File: src/rtl/c2_pkg.sv
// ----------------------------------------------------------------------------
// c2_pkg
//   Definitions shared by the C2 debug blocks: the byte codes exchanged with
//   the C2 arbiter, the default host command bytes used by the debug
//   sequencer, and the dump reason encoding that travels with every dump.
//   No ports; imported with `import c2_pkg::*;`.
// ----------------------------------------------------------------------------
package c2_pkg;

    // Command bytes recognised by the C2 arbiter.
    localparam logic [7:0] C2_ARB_CMD_1C = 8'h1C;
    localparam logic [7:0] C2_ARB_CMD_1D = 8'h1D;
    localparam logic [7:0] C2_ARB_CMD_CE = 8'hCE;
    localparam logic [7:0] C2_ARB_CMD_DE = 8'hDE;

    // Default host bytes for the debug sequencer step session.
    localparam logic [7:0] CMD_STEP_DEFAULT  = 8'h5E;
    localparam logic [7:0] CMD_ABORT_DEFAULT = 8'hAB;

    // Why a dump was triggered; reported to the dumping unit.
    typedef enum logic [1:0] {
        DUMP_STEP    = 2'd0,
        DUMP_HALT    = 2'd1,
        DUMP_TIMEOUT = 2'd2
    } dump_reason_t;

endpackage : c2_pkg

File: src/rtl/dbg_cycle_counter.sv
// ----------------------------------------------------------------------------
// dbg_cycle_counter
//   32-bit saturating count of enabled core cycles in a debug session, plus
//   the watchdog compare used in continuous mode.
//
//   Ports:
//     clk_i      in   clock
//     rst_ni     in   asynchronous active-low reset (count -> 0)
//     clr_i      in   synchronous clear, wins over en_i
//     en_i       in   count this cycle
//     count_o    out  current count (saturates at 32'hFFFF_FFFF)
//     wdt_hit_o  out  count_o == WDT_CYCLES-1
// ----------------------------------------------------------------------------
module dbg_cycle_counter #(
    parameter int unsigned WDT_CYCLES = 1048576
) (
    input  logic        clk_i,
    input  logic        rst_ni,
    input  logic        clr_i,
    input  logic        en_i,
    output logic [31:0] count_o,
    output logic        wdt_hit_o
);

    localparam logic [31:0] WDT_LAST = 32'(WDT_CYCLES - 1);

    logic [31:0] count_q;

    always_ff @(posedge clk_i or negedge rst_ni) begin
        if (!rst_ni) begin
            count_q <= '0;
        end else if (clr_i) begin
            count_q <= '0;
        end else if (en_i && (count_q != '1)) begin
            count_q <= count_q + 32'd1;
        end
    end

    assign count_o   = count_q;
    assign wdt_hit_o = (count_q == WDT_LAST);

endmodule : dbg_cycle_counter

File: src/rtl/debug_sequencer.sv
// ----------------------------------------------------------------------------
// debug_sequencer
//   Runs the core while the C2 arbiter holds the debug grant, either freely
//   (continuous mode, guarded by a watchdog) or one cycle per host STEP byte.
//   After each step, a halt or a watchdog expiry the dumping unit is started;
//   once a session ends done_o is pulsed back to the arbiter.
//
//   Ports:
//     clk_i            in   clock
//     rst_ni           in   asynchronous active-low reset
//     grant_i          in   debug grant level from the arbiter
//     exec_mode_i      in   0 = step, 1 = continuous
//     uart_rx_data_i   in   host byte
//     uart_rx_ready_i  in   one-cycle strobe, uart_rx_data_i valid
//     core_halted_i    in   core has retired a halt instruction
//     core_en_o        out  core pipeline advances this cycle
//     dump_start_o     out  one-cycle pulse to the dumping unit
//     dump_reason_o    out  STEP / HALT / TIMEOUT, valid through the dump
//     dump_done_i      in   one-cycle pulse, dump transmitted
//     cycle_count_o    out  enabled core cycles this session (saturating)
//     done_o           out  one-cycle pulse, session over
//
//   All outputs are decoded from registers only.
// ----------------------------------------------------------------------------
module debug_sequencer
    import c2_pkg::*;
#(
    parameter int unsigned WDT_CYCLES = 1048576,
    parameter logic [7:0]  CMD_STEP   = CMD_STEP_DEFAULT,
    parameter logic [7:0]  CMD_ABORT  = CMD_ABORT_DEFAULT
) (
    input  logic        clk_i,
    input  logic        rst_ni,
    input  logic        grant_i,
    input  logic        exec_mode_i,
    input  logic [7:0]  uart_rx_data_i,
    input  logic        uart_rx_ready_i,
    input  logic        core_halted_i,
    output logic        core_en_o,
    output logic        dump_start_o,
    output logic [1:0]  dump_reason_o,
    input  logic        dump_done_i,
    output logic [31:0] cycle_count_o,
    output logic        done_o
);

    typedef enum logic [2:0] {
        S_IDLE      = 3'd0,
        S_RUN       = 3'd1,
        S_WAIT_CMD  = 3'd2,
        S_STEP      = 3'd3,
        S_DUMP_REQ  = 3'd4,
        S_DUMP_WAIT = 3'd5,
        S_DONE      = 3'd6
    } state_t;

    state_t       state_q, state_d;
    // Holds the pending reason on entry to S_DUMP_REQ and the final reason
    // from then until the dump is acknowledged.
    dump_reason_t reason_q, reason_d;

    logic         cnt_clr;
    logic         wdt_hit;

    dbg_cycle_counter #(
        .WDT_CYCLES (WDT_CYCLES)
    ) u_cycle_counter (
        .clk_i     (clk_i),
        .rst_ni    (rst_ni),
        .clr_i     (cnt_clr),
        .en_i      (core_en_o),
        .count_o   (cycle_count_o),
        .wdt_hit_o (wdt_hit)
    );

    always_ff @(posedge clk_i or negedge rst_ni) begin
        if (!rst_ni) begin
            state_q  <= S_IDLE;
            reason_q <= DUMP_STEP;
        end else begin
            state_q  <= state_d;
            reason_q <= reason_d;
        end
    end

    always_comb begin
        state_d      = state_q;
        reason_d     = reason_q;
        cnt_clr      = 1'b0;
        core_en_o    = 1'b0;
        dump_start_o = 1'b0;
        done_o       = 1'b0;

        unique case (state_q)
            S_IDLE: begin
                if (grant_i) begin
                    cnt_clr = 1'b1;
                    state_d = exec_mode_i ? S_RUN : S_WAIT_CMD;
                end
            end

            S_RUN: begin
                core_en_o = 1'b1;
                if (core_halted_i) begin
                    reason_d = DUMP_HALT;
                    state_d  = S_DUMP_REQ;
                end else if (wdt_hit) begin
                    reason_d = DUMP_TIMEOUT;
                    state_d  = S_DUMP_REQ;
                end
            end

            S_WAIT_CMD: begin
                if (uart_rx_ready_i) begin
                    if (uart_rx_data_i == CMD_STEP) begin
                        // A halted core cannot step; report the halt directly.
                        if (core_halted_i) begin
                            reason_d = DUMP_HALT;
                            state_d  = S_DUMP_REQ;
                        end else begin
                            state_d  = S_STEP;
                        end
                    end else if (uart_rx_data_i == CMD_ABORT) begin
                        state_d = S_DONE;
                    end
                end
            end

            S_STEP: begin
                core_en_o = 1'b1;
                reason_d  = DUMP_STEP;
                state_d   = S_DUMP_REQ;
            end

            S_DUMP_REQ: begin
                dump_start_o = 1'b1;
                // The stepped instruction may itself have been the halt.
                if ((reason_q == DUMP_STEP) && core_halted_i) begin
                    reason_d = DUMP_HALT;
                end
                state_d = S_DUMP_WAIT;
            end

            S_DUMP_WAIT: begin
                if (dump_done_i) begin
                    state_d = (reason_q == DUMP_STEP) ? S_WAIT_CMD : S_DONE;
                end
            end

            S_DONE: begin
                done_o  = 1'b1;
                state_d = S_IDLE;
            end

            default: begin
                state_d = S_IDLE;
            end
        endcase

        // Losing the grant abandons the session from any active state.
        if ((state_q != S_IDLE) && !grant_i) begin
            state_d = S_IDLE;
        end

        // The reason reads as STEP (0) whenever the sequencer is idle.
        if (state_d == S_IDLE) begin
            reason_d = DUMP_STEP;
        end
    end

    assign dump_reason_o = reason_q;

endmodule : debug_sequencer
File: config.mk
export PLATFORM = sky130hd
export DESIGN_NAME = debug_sequencer
export DESIGN_NICKNAME = d
export VERILOG_FILES = /design/src/rtl/c2_pkg.sv /design/src/rtl/dbg_cycle_counter.sv /design/src/rtl/debug_sequencer.sv
export SDC_FILE = /design/constraint.sdc
export NUM_CORES = 1
export LEC_CHECK = 0
export ABC_AREA = 1
export CAP_MARGIN = 30
export CORE_ASPECT_RATIO = 1.5
export CORE_UTILIZATION = 56
export DETAILED_ROUTE_END_ITERATION = 12
export GPL_TIMING_DRIVEN = 0
export PLACE_DENSITY = 0.91
export RECOVER_POWER = 25
export SLEW_MARGIN = 15
export SYNTH_ARGS = -nofsm -noshare
export SYNTH_HDL_FRONTEND = slang
export SYNTH_SLANG_ARGS = --single-unit
File: constraint.sdc
create_clock -name clk_i -period 4.35 [get_ports clk_i]
set_clock_uncertainty 0.1 [all_clocks]
set_input_delay 0.6525 -clock clk_i [delete_from_list [all_inputs] [get_ports clk_i]]
set_output_delay 0.6525 -clock clk_i [all_outputs]
set_load 0.02 [all_outputs]
Run 1, signal wires on met1:
Scale bar: 20 µm.
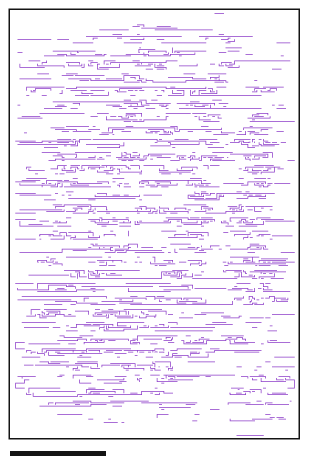
main direction: horizontal
wire length on this layer: 3,130 µm
nets with wire on the layer: 489

Run 1, met2 routing:
Scale bar: 20 µm. Cells faint in the background.
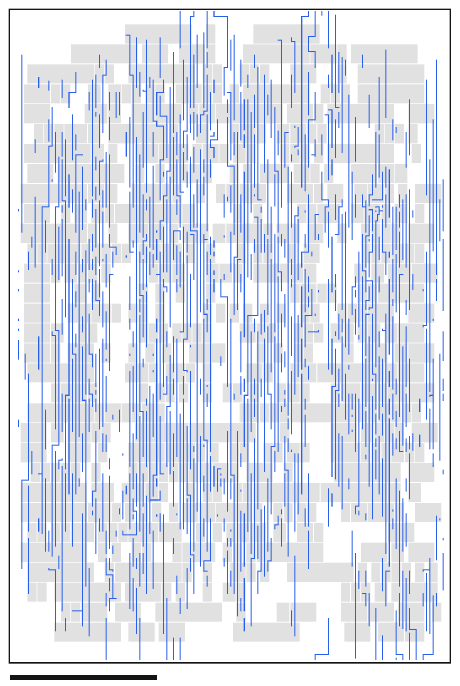
wire length on this layer: 4,500 µm
nets with wire on the layer: 430
longest straight run: 44.6 µm
share of all routed wire: 51%
main direction: vertical

Run 1, signal wires on met3:
Scale bar: 20 µm. Cells faint in the background.
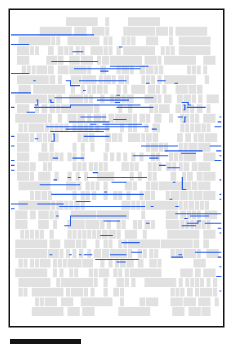
share of all routed wire: 6.5%
longest straight run: 28.5 µm
nets with wire on the layer: 77
wire length on this layer: 572 µm
main direction: horizontal

==> flow_metrics.env, run 1 <==
# source this file to load flow results
export IMPL_chipArea_um2=5330
export IMPL_cts_made_buffers=5
export IMPL_antenna_left=0
export IMPL_avgSynthCellArea_um2=6.26
export IMPL_buffers=61
export IMPL_arrival_ns=1.81
export IMPL_grtUsageMet1_pct=37.4
export IMPL_fin_nets=526
export IMPL_seq_power_share_pct=33.5
export IMPL_tns_ns=0
export IMPL_wire_per_inst_um=15.2
export IMPL_combPwrFrac_pct=49.5
export IMPL_area_growth_synth_to_final_pct=23.8
export IMPL_ys_top_cells_by_area="dfrtp_1 (33%), nand2_1 (24%), nor2_1 (9.4%)"
export IMPL_r2r_start="u_cycle_counter.count_o[0]$_DFFE_PN0P_"
export IMPL_grt_pass1_vias=3070
export IMPL_seq_area_share_pct=26.5
export IMPL_xor_area_share_pct=4.03
export IMPL_hold_path_class="reg -> reg"
export IMPL_met2_usage_pct=61.9
export IMPL_synth_top_area_share_pct=32.8
export IMPL_warning_count=26
export IMPL_top_layer_used="met4"
export IMPL_pg_seq_uw=457
export IMPL_die_w_um=60.0
export IMPL_synthAdderAreaFrac_pct=0.443
export IMPL_crit_chain="buf_2, nor2_2, nand2_1, inv_1, clkdlybuf4s50_1"
export IMPL_hold_depth=2
export IMPL_synth_warning_count=0
export IMPL_maxSlewViolCount=0
export IMPL_cpLargestDelayFamily="buffers and inverters"
export IMPL_overflow=0
export IMPL_clkCellAreaFrac_pct=2.29
export IMPL_yosysCellCount=451
export IMPL_critical_path_required_ns=3.60
export IMPL_antenna_found_initial=0
export IMPL_wl_met3_um=571
export IMPL_status="complete, no violations"
export IMPL_clockPowerShare_pct=17.0
export IMPL_drt_pass1_iter_count=5
export IMPL_drc=0
export IMPL_lay_top_cells="nand2_1 (178), nor2_1 (71), clkdlybuf4s50_1 (50), inv_1 (38), dfrtp_1 (37)"
export IMPL_synth_top_cell_by_count="nand2_1"
export IMPL_synthCells=451
export IMPL_fmax_ghz=0.391
export IMPL_n_antenna_cell=0
export IMPL_crit_end="dump_start_o"
export IMPL_inverters=44
export IMPL_ir_drop_mv=0.387
export IMPL_ys_types=33
export IMPL_gp_congestion=0.945
export IMPL_synth_nets=467
export IMPL_wirelength_um=8790
export IMPL_num_multi_input_gates=361
export IMPL_grt_pass1_wl_um=13900
export IMPL_clkbuf_count=8
export IMPL_synthTopCellsByCount="nand2_1 (178), nor2_1 (71), inv_1 (38), dfrtp_1 (37), nand3_1 (34)"
export IMPL_synth_cell_area_um2=2820
export IMPL_mux_share_pct=0
export IMPL_setup_ws_ns=1.79
export IMPL_dp_hpwl_um=6770
export IMPL_pwr_density_cell_nw_per_um2=391
export IMPL_buf_share_pct=16.3
export IMPL_fin_cells=577
export IMPL_rsz0062_at_grt="no"
export IMPL_die_h_um=89.0
export IMPL_fin_crit_sh_pct=58.9
export IMPL_cp_slowest_stage_delay_ns=0.60
export IMPL_r2r_cells=9
## Run 2: what changed since run 1
CORE_UTILIZATION = 48   (was 56)
PLACE_DENSITY = 0.83   (was 0.91)
clock period = 2.34 ns   (was 4.35 ns; I/O delays follow)
Run 2, signal wires on met4:
Scale bar: 20 µm.
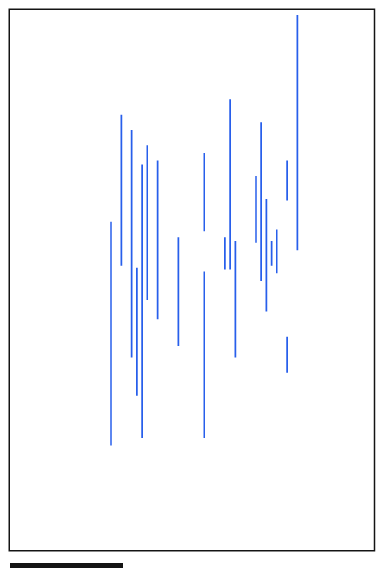
share of all routed wire: 5.7%
longest straight run: 48.3 µm
nets with wire on the layer: 19
main direction: vertical

Run 2, routing congestion map:
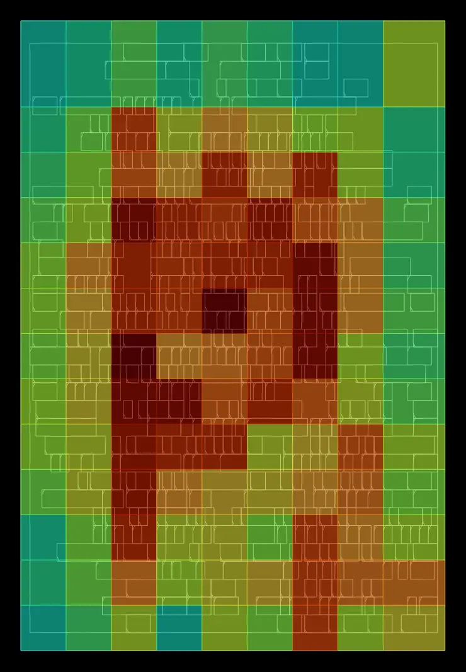
met2 Track Usage GR: 51.6%
drt wl/cell: 14.3 µm
Layout Utilization: 63.1%
met1 usage: 33.4%

==> run 2 against run 1 <==
Effect of this change:
- synthesized cell count did not move
- critical path depth unchanged
- combinational power is 83% higher
- area after synthesis stayed put
- sequential share of layout area down 0.19 points
- utilization fell by 8.9 points
- non-clock buffer count increased by 1
- hold slack hardly changed
- global-route usage shrank 6.0 points
- sequential cell count did not move
- sequential power increased by 86%
- critical endpoint unchanged
- largest power group unchanged
==> flow_metrics.env, run 2 <==
# source this file to load flow results
export IMPL_wirelength_um=8350
export IMPL_xor_area_share_pct=4.03
export IMPL_hold_path_class="reg -> reg"
export IMPL_synth_top_cell_by_count="nand2_1"
export IMPL_num_multi_input_gates=361
export IMPL_seq_area_share_pct=26.3
export IMPL_cp_slowest_stage_delay_ns=0.60
export IMPL_drt_pass1_iter_count=5
export IMPL_combPwrFrac_pct=48.6
export IMPL_r2r_cells=12
export IMPL_synth_cell_area_um2=2820
export IMPL_dp_hpwl_um=6290
export IMPL_pwr_density_cell_nw_per_um2=725
export IMPL_async_flop_share_pct=100
export IMPL_warning_count=26
export IMPL_post_cts_buffers=0
export IMPL_fin_crit_sh_pct=95.1
export IMPL_clockPowerShare_pct=18.2
export IMPL_ys_ff=37
export IMPL_avgSynthCellArea_um2=6.26
export IMPL_seq_power_share_pct=33.2
export IMPL_crit_end="dump_start_o"
export IMPL_fillers=536
export IMPL_tns_ns=0
export IMPL_grt_pass1_vias=3167
export IMPL_status="complete, no violations"
export IMPL_clkbuf_count=5
export IMPL_maxSlewViolCount=0
export IMPL_hold_depth=2
export IMPL_drc=0
export IMPL_gp_congestion=0.953
export IMPL_ys_types=33
export IMPL_clkCellAreaFrac_pct=2.45
export IMPL_area_growth_synth_to_final_pct=24.6
export IMPL_top_layer_used="met4"
export IMPL_arrival_ns=1.78
export IMPL_inverters=44
export IMPL_buffers=62
export IMPL_r2r_start="u_cycle_counter.count_o[0]$_DFFE_PN0P_"
export IMPL_antenna_found_initial=0
export IMPL_synthCells=451
export IMPL_synth_top_area_share_pct=32.8
export IMPL_pg_seq_uw=848
export IMPL_cpLargestDelayFamily="buffers and inverters"
export IMPL_wl_met3_um=624
export IMPL_clk_pin_slew_worst_paths_ns=0.08
export IMPL_finalCriticalPeriod_ns=2.23
export IMPL_synth_warning_count=0
export IMPL_yosysCellCount=451
export IMPL_critical_path_required_ns=1.89
export IMPL_setup_ws_ns=0.114
export IMPL_synth_nets=467
export IMPL_crit_chain="buf_2, nor2_2, nand2_1, inv_1, clkdlybuf4s50_1"
export IMPL_ir_drop_mv=0.527
export IMPL_die_w_um=64.6
export IMPL_cts_made_buffers=5
export IMPL_sh_comb_area_pct=47.4
export IMPL_synthTopCellsByCount="nand2_1 (178), nor2_1 (71), inv_1 (38), dfrtp_1 (37), nand3_1 (34)"
export IMPL_largest_reg_flops=32
export IMPL_fmax_ghz=0.449
export IMPL_mux_share_pct=0
export IMPL_n_antenna_cell=0
export IMPL_vias=3227
export IMPL_die_h_um=95.9
export IMPL_rsz0062_at_grt="no"
export IMPL_fin_nets=527
export IMPL_synthAdderAreaFrac_pct=0.443
export IMPL_cp_depth=5
export IMPL_chipArea_um2=6200
Run 2, met2 routing:
Scale bar: 20 µm. Cells faint in the background.
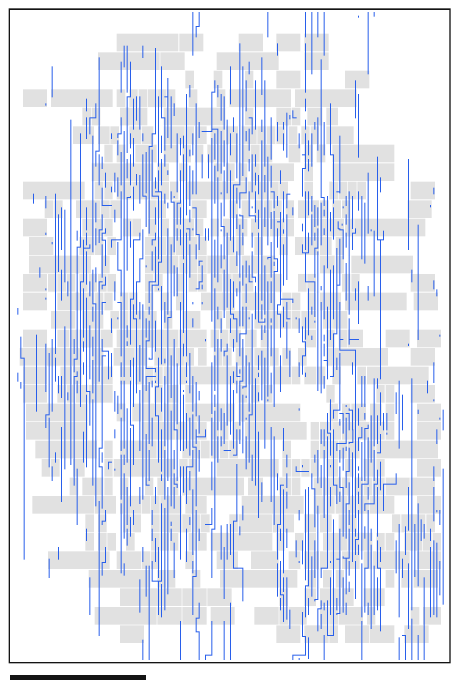
main direction: vertical
share of all routed wire: 50%
wire length on this layer: 4,140 µm
longest straight run: 50.7 µm
nets with wire on the layer: 438

## Run 3: what changed since run 2
REMOVE_ABC_BUFFERS = 1   (was default)
Run 3, signal wires on met4:
Scale bar: 20 µm.
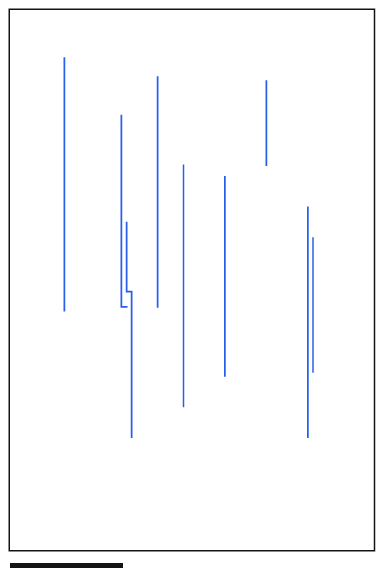
wire length on this layer: 317 µm
main direction: vertical
longest straight run: 44.9 µm
share of all routed wire: 4.0%

Run 3, met2 routing:
Scale bar: 20 µm. Cells faint in the background.
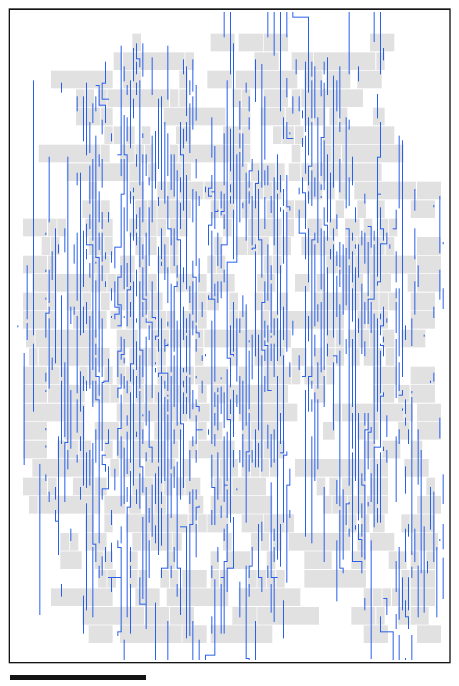
main direction: vertical
nets with wire on the layer: 424
share of all routed wire: 53%

==> run 3 against run 2 <==
Effect of this change:
- clock-buffer cell count rose by 3
- sequential share of layout area rose by 0.39 points
- utilization fell by 0.92 points
- die size did not move
- largest power group unchanged
==> flow_metrics.env, run 3 <==
# source this file to load flow results
export IMPL_n_antenna_cell=0
export IMPL_finalCriticalPeriod_ns=2.24
export IMPL_post_route_util_pct=62.2
export IMPL_met2_usage_pct=52.3
export IMPL_status="complete, no violations"
export IMPL_chipArea_um2=6200
export IMPL_rsz0062_at_grt="no"
export IMPL_cp_depth=4
export IMPL_cp_slowest_stage_delay_ns=0.60
export IMPL_setup_ws_ns=0.0964
export IMPL_xor_area_share_pct=4.03
export IMPL_grt_pass1_wl_um=13400
export IMPL_num_multi_input_gates=361
export IMPL_clkbuf_count=8
export IMPL_crit_end="dump_start_o"
export IMPL_synth_top_cell_by_count="nand2_1"
export IMPL_synth_warning_count=0
export IMPL_ir_drop_mv=0.522
export IMPL_synth_top_area_share_pct=32.8
export IMPL_antenna_left=0
export IMPL_arrival_ns=1.79
export IMPL_seq_power_share_pct=35.9
export IMPL_sh_comb_area_pct=48.1
export IMPL_fmax_ghz=0.446
export IMPL_overflow=0
export IMPL_synthCells=451
export IMPL_crit_path_end_kind="output pin"
export IMPL_cts_resized=0
export IMPL_pg_seq_uw=869
export IMPL_ys_top_cells_by_area="dfrtp_1 (33%), nand2_1 (24%), nor2_1 (9.4%)"
export IMPL_fin_crit_sh_pct=95.9
export IMPL_area_growth_synth_to_final_pct=22.8
export IMPL_async_flop_share_pct=100
export IMPL_clk_pin_slew_worst_paths_ns=0.07
export IMPL_die_h_um=95.9
export IMPL_seq_area_share_pct=26.7
export IMPL_lay_top_cells="nand2_1 (178), nor2_1 (71), clkdlybuf4s50_1 (50), inv_1 (38), dfrtp_1 (37)"
export IMPL_synthTopCellsByCount="nand2_1 (178), nor2_1 (71), inv_1 (38), dfrtp_1 (37), nand3_1 (34)"
export IMPL_clkCellAreaFrac_pct=2.31
export IMPL_critical_path_required_ns=1.89
export IMPL_wirelength_um=7920
export IMPL_fin_cells=574
export IMPL_synth_cell_area_um2=2820
export IMPL_combPwrFrac_pct=46.0
export IMPL_antenna_found_initial=0
export IMPL_gp_congestion=0.965
export IMPL_grt_pass1_vias=3007
export IMPL_inverters=44
export IMPL_ys_types=33
export IMPL_cpLargestDelayFamily="buffers and inverters"
export IMPL_switchingPower_uw=1090
export IMPL_r2r_start="u_cycle_counter.count_o[0]$_DFFE_PN0P_"
export IMPL_buffers=54
export IMPL_top_layer_used="met4"
export IMPL_drt_pass1_iter_count=4
export IMPL_crit_chain="nor2_2, nand2_1, inv_1, clkdlybuf4s50_1"
export IMPL_largest_reg_flops=32
export IMPL_fillers=539
export IMPL_wl_met3_um=315
export IMPL_avgSynthCellArea_um2=6.26
export IMPL_wire_per_inst_um=13.8
export IMPL_yosysCellCount=451
export IMPL_tns_ns=0
export IMPL_r2r_cells=9
export IMPL_clockPowerShare_pct=18.1
export IMPL_fin_nets=519
export IMPL_grtUsageMet1_pct=30.8
Run 3, signal wires on met3:
Scale bar: 20 µm. Cells faint in the background.
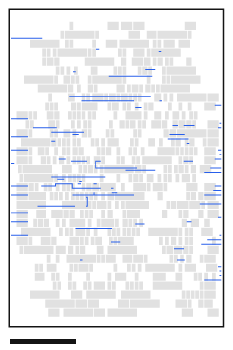
wire length on this layer: 315 µm
share of all routed wire: 4.0%
main direction: horizontal
nets with wire on the layer: 55
longest straight run: 24.4 µm

Power is estimated from default activity; no workload was simulated.
